--- config.mk ---
export PLATFORM = sky130hd
export DESIGN_NAME = program_loader
export DESIGN_NICKNAME = d
export VERILOG_FILES = /design/src/rtl/program_loader.sv
export SDC_FILE = /design/constraint.sdc
export NUM_CORES = 1
export LEC_CHECK = 0
export ABC_AREA = 1
export CORE_MARGIN = 5
export CORE_UTILIZATION = 40
export CTS_CLUSTER_SIZE = 8
export DETAILED_ROUTE_END_ITERATION = 8
export HOLD_SLACK_MARGIN = 0.15
export PLACE_DENSITY = 0.76
export SYNTH_ARGS = -nofsm -noshare
export SYNTH_HDL_FRONTEND = slang
export SYNTH_SLANG_ARGS = --single-unit
--- constraint.sdc ---
create_clock -name clk_i -period 2.16 [get_ports clk_i]
set_clock_uncertainty 0.15 [all_clocks]
set_input_delay 0.324 -clock clk_i [delete_from_list [all_inputs] [get_ports clk_i]]
set_output_delay 0.324 -clock clk_i [all_outputs]
set_load 0.02 [all_outputs]
--- src/rtl/program_loader.sv ---
// Boot-time loader: owns the instruction-memory write port, assembles a byte-serial image into halfword writes, then releases the CPU.
// Latency: one memory write per halfword, at least 3 cycles each; outputs registered except byte_ready_o and the RUN fetch-address pass-through.
// Backpressure: byte_valid_i/byte_ready_o handshake; upstream may stall indefinitely. Optional checksum byte enabled by PROGRAM_LOADER_CHECKSUM_EN.
module program_loader #(
    parameter int MEM_HALFWORDS = 512,
    parameter int CNT_W         = 16,
    parameter int WORD          = 32,
    parameter int HALF_WORD     = 16
) (
    input  logic                 clk_i,
    input  logic                 reset_i,
    input  logic                 start_load_i,
    input  logic                 byte_valid_i,
    input  logic [7:0]           byte_i,
    output logic                 byte_ready_o,
    input  logic [WORD-1:0]      fetch_addr_i,
    output logic                 program_mem_write_en_o,
    output logic [HALF_WORD-1:0] instruction_o,
    output logic [WORD-1:0]      instruction_addr_o,
    output logic                 cpu_reset_o,
    output logic                 load_done_o,
    output logic                 load_error_o
);

    typedef enum logic [3:0] {
        S_IDLE,
        S_LEN_LO,
        S_LEN_HI,
        S_DATA_LO,
        S_DATA_HI,
        S_WRITE,
`ifdef PROGRAM_LOADER_CHECKSUM_EN
        S_CHECK,
`endif
        S_RUN,
        S_ERROR
    } state_t;

    // State reached once the last halfword (or an empty count) is done.
`ifdef PROGRAM_LOADER_CHECKSUM_EN
    localparam state_t S_TAIL = S_CHECK;
`else
    localparam state_t S_TAIL = S_RUN;
`endif

    state_t                 state_q, state_n;
    logic [CNT_W-1:0]       count_q, index_q, len_in, index_inc;
    logic [HALF_WORD-1:0]   instr_q;
    logic [WORD-1:0]        waddr_q, waddr_n;
    logic                   wen_q, cpu_reset_q, done_q, err_q;
    logic                   xfer;
`ifdef PROGRAM_LOADER_CHECKSUM_EN
    logic [7:0]             sum_q;
`endif

    always_comb begin
        byte_ready_o = 1'b0;
        case (state_q)
            S_LEN_LO, S_LEN_HI, S_DATA_LO, S_DATA_HI: byte_ready_o = 1'b1;
`ifdef PROGRAM_LOADER_CHECKSUM_EN
            S_CHECK: byte_ready_o = 1'b1;
`endif
            default: byte_ready_o = 1'b0;
        endcase
    end

    assign xfer      = byte_valid_i && byte_ready_o;
    assign index_inc = index_q + 1'b1;

    always_comb begin
        len_in       = count_q;
        len_in[15:8] = byte_i;
    end

    always_comb begin
        waddr_n            = '0;
        waddr_n[CNT_W:0]   = {index_q, 1'b0};
    end

    always_ff @(posedge clk_i) begin
        if (reset_i) state_q <= S_IDLE;
        else         state_q <= state_n;
    end

    always_comb begin
        state_n = state_q;
        case (state_q)
            S_IDLE:    if (start_load_i) state_n = S_LEN_LO;
            S_LEN_LO:  if (xfer) state_n = S_LEN_HI;
            S_LEN_HI: begin
                if (xfer) begin
                    if (len_in > CNT_W'(MEM_HALFWORDS)) state_n = S_ERROR;
                    else if (len_in == '0)              state_n = S_TAIL;
                    else                                state_n = S_DATA_LO;
                end
            end
            S_DATA_LO: if (xfer) state_n = S_DATA_HI;
            S_DATA_HI: if (xfer) state_n = S_WRITE;
            S_WRITE:   state_n = (index_inc == count_q) ? S_TAIL : S_DATA_LO;
`ifdef PROGRAM_LOADER_CHECKSUM_EN
            S_CHECK:   if (xfer) state_n = (byte_i == sum_q) ? S_RUN : S_ERROR;
`endif
            S_RUN:     if (start_load_i) state_n = S_LEN_LO;
            S_ERROR:   if (start_load_i) state_n = S_LEN_LO;
            default:   state_n = S_IDLE;
        endcase
    end

    // Outputs are registered from the next state so they line up with the state they describe.
    always_ff @(posedge clk_i) begin
        if (reset_i) begin
            count_q     <= '0;
            index_q     <= '0;
            instr_q     <= '0;
            waddr_q     <= '0;
            wen_q       <= 1'b0;
            cpu_reset_q <= 1'b1;
            done_q      <= 1'b0;
            err_q       <= 1'b0;
`ifdef PROGRAM_LOADER_CHECKSUM_EN
            sum_q       <= '0;
`endif
        end else begin
            case (state_q)
                S_LEN_LO: if (xfer) count_q[7:0] <= byte_i;
                S_LEN_HI: if (xfer) begin
                    count_q <= len_in;
                    index_q <= '0;
`ifdef PROGRAM_LOADER_CHECKSUM_EN
                    sum_q   <= '0;
`endif
                end
                S_DATA_LO: if (xfer) begin
                    instr_q[7:0] <= byte_i;
`ifdef PROGRAM_LOADER_CHECKSUM_EN
                    sum_q        <= sum_q + byte_i;
`endif
                end
                S_DATA_HI: if (xfer) begin
                    instr_q[15:8] <= byte_i;
`ifdef PROGRAM_LOADER_CHECKSUM_EN
                    sum_q         <= sum_q + byte_i;
`endif
                end
                S_WRITE: index_q <= index_inc;
                default: ;
            endcase
            wen_q       <= (state_n == S_WRITE);
            waddr_q     <= (state_n == S_WRITE) ? waddr_n : '0;
            cpu_reset_q <= (state_n != S_RUN);
            done_q      <= (state_n == S_RUN);
            err_q       <= (state_n == S_ERROR);
        end
    end

    assign program_mem_write_en_o = wen_q;
    assign instruction_o          = instr_q;
    assign instruction_addr_o     = (state_q == S_RUN) ? fetch_addr_i : waddr_q;
    assign cpu_reset_o            = cpu_reset_q;
    assign load_done_o            = done_q;
    assign load_error_o           = err_q;

endmodule

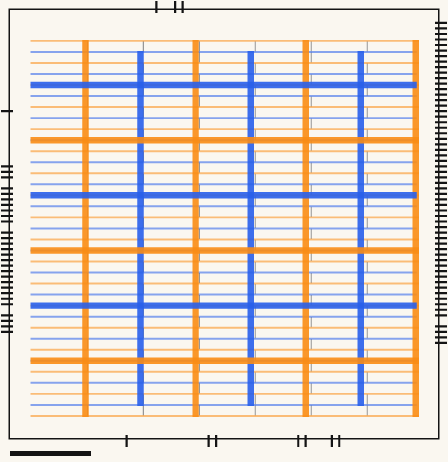
Fig. 1. Floorplan with the power grid (run 1).
The bar under the picture is 20 µm long. Pins as bars on the die edge. Tap cells in grey.
Key: blue = VDD; orange = VSS
6 straps on met5. 97 signal pins sit on the boundary.
Core Area: 8810 µm²
Die Height: 106 µm
Die Width: 106 µm
Max VDD drop: 0.279 mV

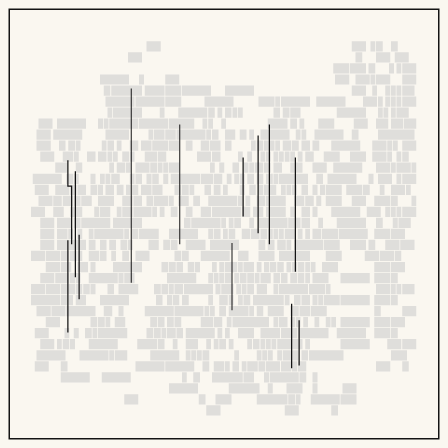
Fig. 2. Met4 routing (run 1).
Cells faint in the background.
11 nets have wire on it. The layer carries 300 µm of wire. The longest straight run is 47.6 µm. The wires run mostly vertical. The layer holds 2.8% of the routed length.
via count: 3834
drt total wl: 10600 µm

==> run notes, run 1 <==
impl run done, here's what came out: final setup violation count 0, critical path capture point type register, Layout clock area frac 2.83%, critical path cell sequence ha_4 > nand2_4 > nor2_4 > buf_4 > nand2_2 > nand3_1 > nand4_1 > nor2_2 > nand2_1 > nor2_2 > nand2_2 > a21oi_4 > nand3_1, GRT busiest layer met2, CTS tree done, combinational fraction of design power 7.5%, Psw between 500 and 600 µW, power share of the clock group 37.0%, multi-input combinational cell count approximately 360, Max power group sequential cells, sw frac a little under a quarter, combinational power 181 µW, Longest Clk Path Bufs 2, gr usage total 18.0%, TritonRoute pass-1 iters 5, met2 routed wirelength around 4700 µm, WP depth 13, static leakage power between 2 and 2.5 nW, Comb gate area 2030 µm², Highest Signal Layer met4, Hold Fails Final Rpt 0, Crit path required time 2240 ps, Clock Latency Late Sink 350 ps, worst reg2reg path depth 13, Met1 Wirelength 4610 µm, EDFF count, synth 0, worst min-delay path class register to register, fill count 798, post-DR vias/cell roughly 5, largest cell class by area multi-input combinational cells, Die ar. 11100 µm², cts bufs inserted 9, registers 72, DRC 0, register area share after synthesis 39.5%, max-capacitance violation count 0, minimum clock period 2110 ps, Area Growth Syn to Fin 42.9%, Cell area leaders dfxtp_1, nand2_1, nor2_1, crit-path max FO 7, global-route wire length before repair between 15000 and 20000 µm, arrival time worst endpoint 2190 ps, fp_density 41.5%, Syn Area/Cell 7.12 µm², P_seq between 1 and 1.5 mW, Syn Std Cell Area 3650 µm², Worst path max stage delay 360 ps, yosys stat area 3650 µm², Log Warnings 27, Top Family by Delay on Critical Path simple AND/OR/NAND/NOR gates, Non-Clock Inverter Count 64, Top Layout Cells nand2_1, dfxtp_1, clkdlybuf4s50_1, status finished clean, initial antenna violation count 0, antenna-violating nets left 0, # Cells Yosys 513, Reg area between 1000 and 1500 µm², Root Driver clkbuf_8
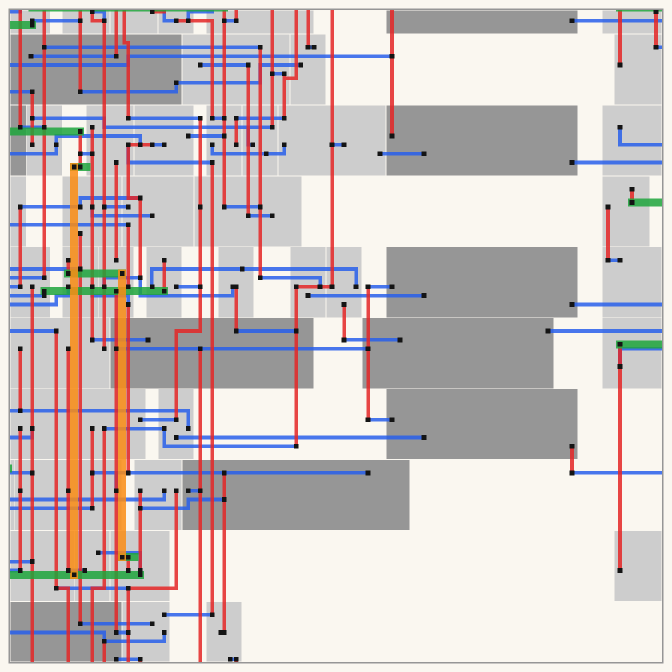
Fig. 3. A small window of the routed layout (run 1).
Region (67, 14) to (92, 39) µm. Cells in grey, sequential cells in the stronger grey; small squares are vias.
Key: red = M2; green = M3; orange = M4; blue = M1
Most frequent: dfxtp_1 (6), inv_1 (5). Sequential cells in the window: 8. 40 logic cells have their middle in the window. Netlist names of flops here include waddr_q (5), index_q (3).

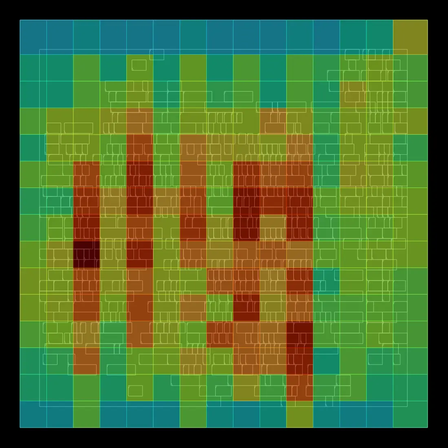
Fig. 4. Track usage over the die (run 1).
Core Util, Final: 59.2%
Global Route met2 Usage: 29.3%
GRT met3 Usage: 5.13%

[run 1: registers in the layout, summed over array words and instances (netlist names)]
signal                  count
count_q                    16
index_q                    16
instruction_o              16
waddr_q                    16
state_q                     4
cpu_reset_o                 1
load_done_o                 1
load_error_o                1
program_mem_write_en_o      1
[run 1: logic make-up (layout without fill, tap and decap cells)]
| logic type | count (synthesis) | in the layout | share of synthesized area [%] |
|---|---|---|---|
| AND-OR/OR-AND | 79 | 79 | 11.1 |
| XOR/XNOR | 5 | 5 | 1.20 |
| adder cells (fa/ha/maj) | 1 | 1 | 0.343 |
| buffers and inverters | 79 | 212 | 9.15 |
| flip-flops | 72 | 72 | 39.5 |
| multiplexers | 16 | 16 | 4.93 |
| other | 1 | 1 | 0.103 |
| AND/OR/NAND/NOR | 260 | 260 | 33.7 |
[run 1: stage by stage]
| step | power [mW] | setup TNS, ps | cell area, µm² | setup slack [ps] | cells |
|---|---|---|---|---|---|
| finish | 2.40 | 0 | 5220 | 48.3 | 754 |
| detailed placement | 1.54 | -38.2 | 4940 | -30.9 | 737 |
| global placement | 1.53 | -15.0 | 4940 | -15.0 | 737 |
| global route | 2.48 | -551 | 5220 | -83.6 | 754 |
| floorplan | 1.42 | 0 | 3650 | 220 | 513 |
| CTS | 2.40 | 0 | 5080 | 9.16 | 749 |
[run 1: final timing paths]
check                                      start                to  slack (ps)
worst max-delay path                  index_q[1]       cpu_reset_o          50
worst min-delay path            instruction_o[5]  instruction_o[5]         320
worst max register to register        index_q[1]       cpu_reset_o          50
worst min register to register  instruction_o[5]  instruction_o[5]         320
[run 1: what timing repair did]
action,in CTS,in global routing
pin swaps,2,19
resized,77,63
gates cloned,0,1
endpoints found under the setup margin,37,38
setup buffers,0,4
--- run 2 (diff from run 1) ---
--- a/config.mk
+++ b/config.mk
@@ -6,12 +6,15 @@
 export NUM_CORES = 1
 export LEC_CHECK = 0
 export ABC_AREA = 1
+export ABC_CLOCK_PERIOD_IN_PS = 2160
 export CORE_MARGIN = 5
 export CORE_UTILIZATION = 40
 export CTS_CLUSTER_SIZE = 8
 export DETAILED_ROUTE_END_ITERATION = 8
 export HOLD_SLACK_MARGIN = 0.15
 export PLACE_DENSITY = 0.76
+export SETUP_SLACK_MARGIN = 0.02
+export SKIP_LAST_GASP = 1
 export SYNTH_ARGS = -nofsm -noshare
 export SYNTH_HDL_FRONTEND = slang
 export SYNTH_SLANG_ARGS = --single-unit
==> run 2 against run 1 <==
  * Synthesized area is the same
  * Fmax grew 0.72%
  * Sequential power barely moved
  * Global-route usage is 0.051 points lower
  * Design area down 0.53%
  * Die area did not move
  * Final cell count shrank 0.13%
  * Wire length is 1.1% higher
  * First-iteration DRC count is 18% lower
  * Via count fell by 0.16%
  * Non-clock buffer count is 1 lower
  * Total power about the same
==> run notes, run 2 <==
impl run done, here's what came out: Hold Fails Final Rpt 0, critical path cell sequence inv_1 > nor2_4 > nand3_4 > clkbuf_16 > nor2_1 > dlygate4sd2_1, Basic Gates by Area 33.7%, Die Width around 110 µm, Cell area leaders dfxtp_1, nand2_1, nor2_1, # Cells Yosys 513, Top Family by Delay on Critical Path buffers and inverters, DRC 0, Root Driver clkbuf_8, Syn Area/Cell ~7 µm², Crit path required time ~1700 ps, worst setup margin 63.3 ps, Die Height between 100 and 150 µm, cts bufs inserted 9, Top Layout Cells nand2_1, dfxtp_1, clkdlybuf4s50_1, RR Startpoint index_q[0], Worst path max stage delay roughly 350 ps, CTS tree done, minimum clock period approximately 2100 ps, fin area 5190 µm², EDFF count, synth 0, Synth mux share 4.93%, Longest Clk Path Bufs 2, post-DR vias/cell 5.08, arrival time worst endpoint 1620 ps, antenna-violating nets left 0, global-route wire length before repair 16500 µm, Power, Total 2.40 mW, register area share after synthesis about two fifths, r2r endpoint cpu_reset_o, status finished clean, Synth Area in XOR/XNOR around 1.2%, final setup violation count 0, fill count 804, CP Launch Point state_q[2], Syn Std Cell Area 3650 µm², yosys stat area 3650 µm², AO/OA Area Share 11.1%, Global Route met2 Usage 29.3%, via count between 3000 and 4000, dpl cells 737
-- run 2: cell counts after synthesis --
No cell type changed its count.
-- run 2: layout make-up --
type	count	area [µm²]	area share [%]
Tap cell	108	135	2.60
Clock buffer	10	138	2.65
Multi-Input combinational cell	362	2020	38.9
Clock inverter	2	10.0	0.193
Inverter	64	251	4.85
Sequential cell	72	1450	28.0
Timing Repair Buffer	135	1180	22.8
-- run 2: cell families after synthesis --
group           after synthesis
mux                          16
other cells                   1
simple gates                260
fa+ha+maj                     1
buf+inv                      79
xor+xnor                      5
flops                        72
compound gates               79
-- run 2: repair_timing --
item / 4_1_cts / 5_1_grt
gates resized: 73 / 72
pin swaps: 5 / 10
endpoints found under the setup margin: 37 / 57
cloned: 0 / 1
buffers inserted: 0 / 3
hold buffers: 0 / 0
hold endpoints to repair: 0 / 0
-- run 2: how the worst min path moves through the flow --
stage / startpoint / to / slack [ps] / cells past startpoint
CTS: instruction_o[6] / instruction_o[6] / 320 / 2
finish: instruction_o[6] / instruction_o[6] / 320 / 2
detailed placement: instruction_o[6] / instruction_o[6] / 310 / 2
global route: instruction_o[6] / instruction_o[6] / 350 / 2
global placement: instruction_o[3] / instruction_o[3] / 300 / 2
floorplan: reset_i / program_mem_write_en_o / 250 / 1
-- run 2: per-layer routing --
| metal | wire length, µm | vias up |
|---|---|---|
| li1 | - | 1904 |
| met1 | 4590 | 1703 |
| met2 | 4740 | 191 |
| met3 | 1030 | 30 |
| met4 | 309 | 0 |
| met5 | 0 | - |
-- run 2: where the power goes --
part | total, mW | leakage, nW | switching (mW) | internal (mW)
Clock | 0.886 | 0.0797 | 0.467 | 0.419
Sequential | 1.33 | 0.585 | 0.00251 | 1.33
Combinational | 0.181 | 1.51 | 0.0801 | 0.101
Total | 2.40 | 2.18 | 0.550 | 1.85
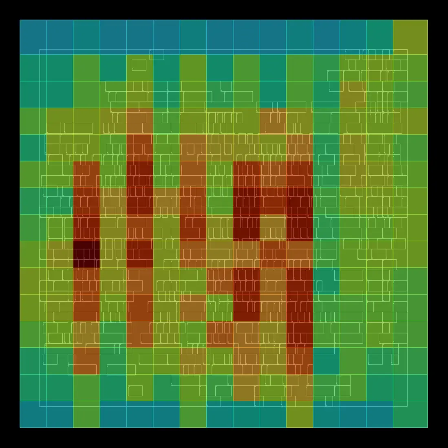
Fig. 5. Track usage over the die (run 2).
GRT met3 Usage: 5.26%
GRT busiest layer: met2

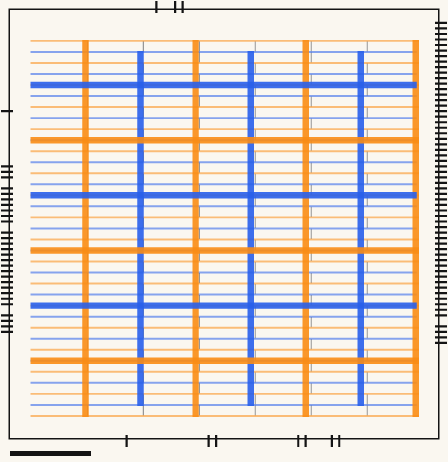
Fig. 6. Floorplan with the power grid (run 2).
The bar under the picture is 20 µm long. Pins as bars on the die edge. Tap cells in grey.
Key: orange = VSS; blue = VDD
The core has 34 rows. 97 signal pins sit on the boundary.
Max VDD drop: 0.277 mV

Power is estimated from default activity; no workload was simulated.
